--- config.mk ---
export PLATFORM = sky130hd
export DESIGN_NAME = thru_wire_debounce
export DESIGN_NICKNAME = d
export VERILOG_FILES = /design/src/rtl/thru_wire_debounce.sv
export SDC_FILE = /design/constraint.sdc
export NUM_CORES = 1
export LEC_CHECK = 0
export ABC_AREA = 0
export CAP_MARGIN = 20
export CORE_AREA = 2 2 43 49
export CTS_CLUSTER_SIZE = 30
export DETAILED_ROUTE_END_ITERATION = 10
export DIE_AREA = 0 0 45 51
export MAX_ROUTING_LAYER = met4
export PLACE_DENSITY = 0.73
export SLEW_MARGIN = 20
export SYNTH_ARGS = -nofsm -noshare
export SYNTH_HDL_FRONTEND = slang
export SYNTH_SLANG_ARGS = --single-unit
export TNS_END_PERCENT = 5
--- constraint.sdc ---
create_clock -name clk -period 1.6 [get_ports clk]
set_input_delay 0.16 -clock clk [delete_from_list [all_inputs] [get_ports clk]]
set_output_delay 0.16 -clock clk [all_outputs]
set_load 0.02 [all_outputs]
--- src/rtl/thru_wire_debounce.sv ---
// Cleans up the echoed thru-wire signal: synchronizer, debounce FSM, one-cycle
// rise/fall pulses and a saturating, clearable transition counter.
module thru_wire_debounce #(
    parameter int SYNC_STAGES   = 2,
    parameter int STABLE_CYCLES = 4,
    parameter int CNT_WIDTH     = 8
) (
    input  logic                 clk,
    input  logic                 rst_n,
    input  logic                 in,
    input  logic                 clear_count,
    output logic                 level,
    output logic                 rise,
    output logic                 fall,
    output logic [CNT_WIDTH-1:0] edge_count,
    output logic [1:0]           o_dbg_state
);

    localparam int CW = $clog2(STABLE_CYCLES + 1);
    localparam logic [CW-1:0]        CNT_LAST = CW'(STABLE_CYCLES - 1);
    localparam logic [CW-1:0]        CNT_ONE  = CW'(1);
    localparam logic [CNT_WIDTH-1:0] EDGE_MAX = '1;
    localparam logic [CNT_WIDTH-1:0] EDGE_ONE = CNT_WIDTH'(1);

    typedef enum logic [1:0] {
        ST_LOW       = 2'd0,
        ST_RISE_WAIT = 2'd1,
        ST_HIGH      = 2'd2,
        ST_FALL_WAIT = 2'd3
    } state_t;

    logic [SYNC_STAGES-1:0] r_sync;
    logic                   w_s;
    state_t                 r_state;
    logic [CW-1:0]          r_cnt;
    logic                   r_level;
    logic                   r_rise;
    logic                   r_fall;
    logic [CNT_WIDTH-1:0]   r_edge_count;

    // Only the synchronizer touches the asynchronous input.
    always_ff @(posedge clk) begin
        if (!rst_n) begin
            r_sync <= '0;
        end else begin
            r_sync <= {r_sync[SYNC_STAGES-2:0], in};
        end
    end

    assign w_s = r_sync[SYNC_STAGES-1];

    always_ff @(posedge clk) begin
        if (!rst_n) begin
            r_state <= ST_LOW;
            r_cnt   <= '0;
            r_level <= 1'b0;
            r_rise  <= 1'b0;
            r_fall  <= 1'b0;
        end else begin
            r_rise <= 1'b0;
            r_fall <= 1'b0;
            case (r_state)
                ST_LOW: begin
                    if (w_s) begin
                        r_state <= ST_RISE_WAIT;
                        r_cnt   <= CNT_ONE;
                    end
                end
                ST_RISE_WAIT: begin
                    if (!w_s) begin
                        r_state <= ST_LOW;
                        r_cnt   <= '0;
                    end else if (r_cnt == CNT_LAST) begin
                        r_state <= ST_HIGH;
                        r_cnt   <= '0;
                        r_level <= 1'b1;
                        r_rise  <= 1'b1;
                    end else begin
                        r_cnt <= r_cnt + CNT_ONE;
                    end
                end
                ST_HIGH: begin
                    if (!w_s) begin
                        r_state <= ST_FALL_WAIT;
                        r_cnt   <= CNT_ONE;
                    end
                end
                ST_FALL_WAIT: begin
                    if (w_s) begin
                        r_state <= ST_HIGH;
                        r_cnt   <= '0;
                    end else if (r_cnt == CNT_LAST) begin
                        r_state <= ST_LOW;
                        r_cnt   <= '0;
                        r_level <= 1'b0;
                        r_fall  <= 1'b1;
                    end else begin
                        r_cnt <= r_cnt + CNT_ONE;
                    end
                end
                default: begin
                    r_state <= ST_LOW;
                    r_cnt   <= '0;
                end
            endcase
        end
    end

    // Counts the registered pulse, so a clear in the pulse cycle still keeps that edge.
    always_ff @(posedge clk) begin
        if (!rst_n) begin
            r_edge_count <= '0;
        end else if (r_rise || r_fall) begin
            if (clear_count) begin
                r_edge_count <= EDGE_ONE;
            end else if (r_edge_count != EDGE_MAX) begin
                r_edge_count <= r_edge_count + EDGE_ONE;
            end
        end else if (clear_count) begin
            r_edge_count <= '0;
        end
    end

    assign level       = r_level;
    assign rise        = r_rise;
    assign fall        = r_fall;
    assign edge_count  = r_edge_count;
    assign o_dbg_state = r_state;

endmodule

==> results_dict.tcl <==
# yosys + openroad results
set metrics [dict create \
    status "finished clean" \
    die_area_um2 2295 \
    timing.final.crit_share 0.9445 \
    logic_family "simple AND/OR/NAND/NOR gates" \
    comb_area_frac 0.4316 \
    preCtsSetupSlack_ns 0.2307 \
    setup_viol_count_final 0 \
    pwr_density_cell_nw_per_um2 685.2 \
    die_x_um 45 \
    clk_latency_ns 0.28 \
    nets 117 \
    grt_setup_unrepaired "no" \
    ys_seq_share 0.4344 \
    grt_max_degree 12 \
    bufAreaShareNonClock 0.1848 \
    critical_path_cell_count 1 \
    logic_area_um2 461.7 \
    avgViaCountPerCell 5.813 \
    ys_sh_mux 0.01207 \
    ys_chip_area_um2 829.5 \
    setup_ws_ns 0.08873 \
    num-nonclk-buffers 19 \
    leakage_uw 0.0005235 \
    nFillCells 174 \
    grt_first_pass_wirelength_mm 3.063 \
    min_period_ns 1.511 \
    crit_type "register to output pin" \
    worst_r2r_endpoint "edge_count[1]" \
    sh_seq_area 0.3368 \
    yosys.area_share.simple 0.2670 \
    cts_root_buf "clkbuf_4" \
    top_cell "dfxtp_1" \
    cts_setup_buffers 0 \
    cp-endpoint "edge_count[0]" \
    grt_use_total 0.1836 \
    wl_mm 1.738 \
]
power breakdown:
part / internal [uW] / switching [uW] / total [uW]
sequential: 457 / 7.40 / 464
clock: 87.3 / 131 / 218
combinational: 26.9 / 24.3 / 51.2
total: 571 / 162 / 733
kinds of logic after synthesis:
family | count (synthesis)
simple gates | 37
mux | 1
fa+ha+maj | 2
xor+xnor | 1
buf+inv | 2
compound gates | 27
flops | 18
registers in the layout (all words and copies together) (netlist names), named ones only:
name         cells
edge_count       8
level            1
fall             1
r_cnt            3
rise             1
r_sync           2
o_dbg_state      1
per-layer routing:
layer  GRT usage  part of all wire
met1      0.2132              0.44
met5           -                 0
met2      0.3048              0.49
met4     0.09314             0.021
met3     0.02120             0.047
==> images/io_fan.png <==
Scale: 10 px per um.
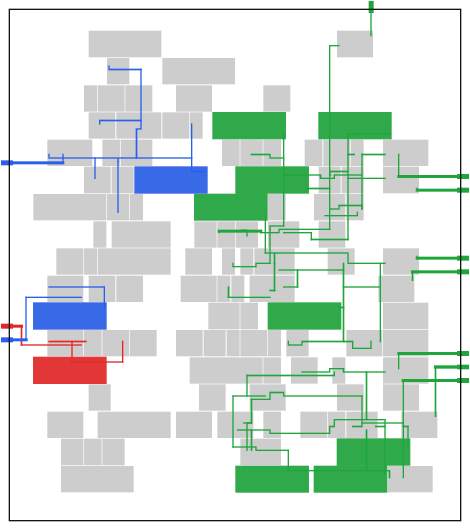
- blue: o_dbg_state (bits 2; direction output; end cells 2; buffers 2; wire 69.7 um)
- red: level (bits 1; direction output; end cells 1; buffers 1; wire 21.4 um)
- green: edge_count (bits 8; direction output; end cells 8; buffers 8; wire 336 um)
Top Ports: 17
# port buffers: 16

==> images/logic_types.png <==
Scale: 10 px per um.
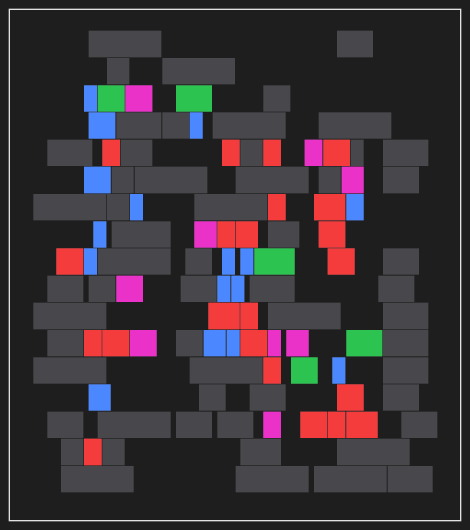
- red: aoi and oai cells (cells 22)
- green: non-inverting ao/oa cells (cells 5)
- blue: nand cells (cells 16)
- magenta: nor cells (cells 9)

==> images/congestion.png <==
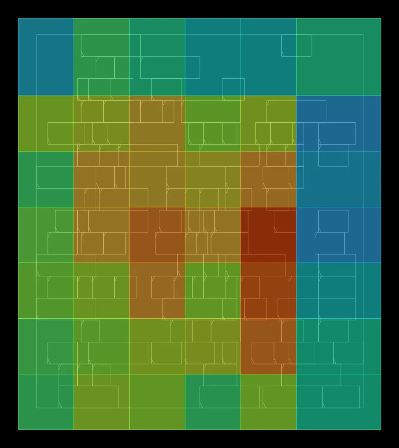
GR peak layer: met2
Wirelength per Cell: 13.58 um
Core Util, Final: 0.5715

Power is estimated from default activity; no workload was simulated.
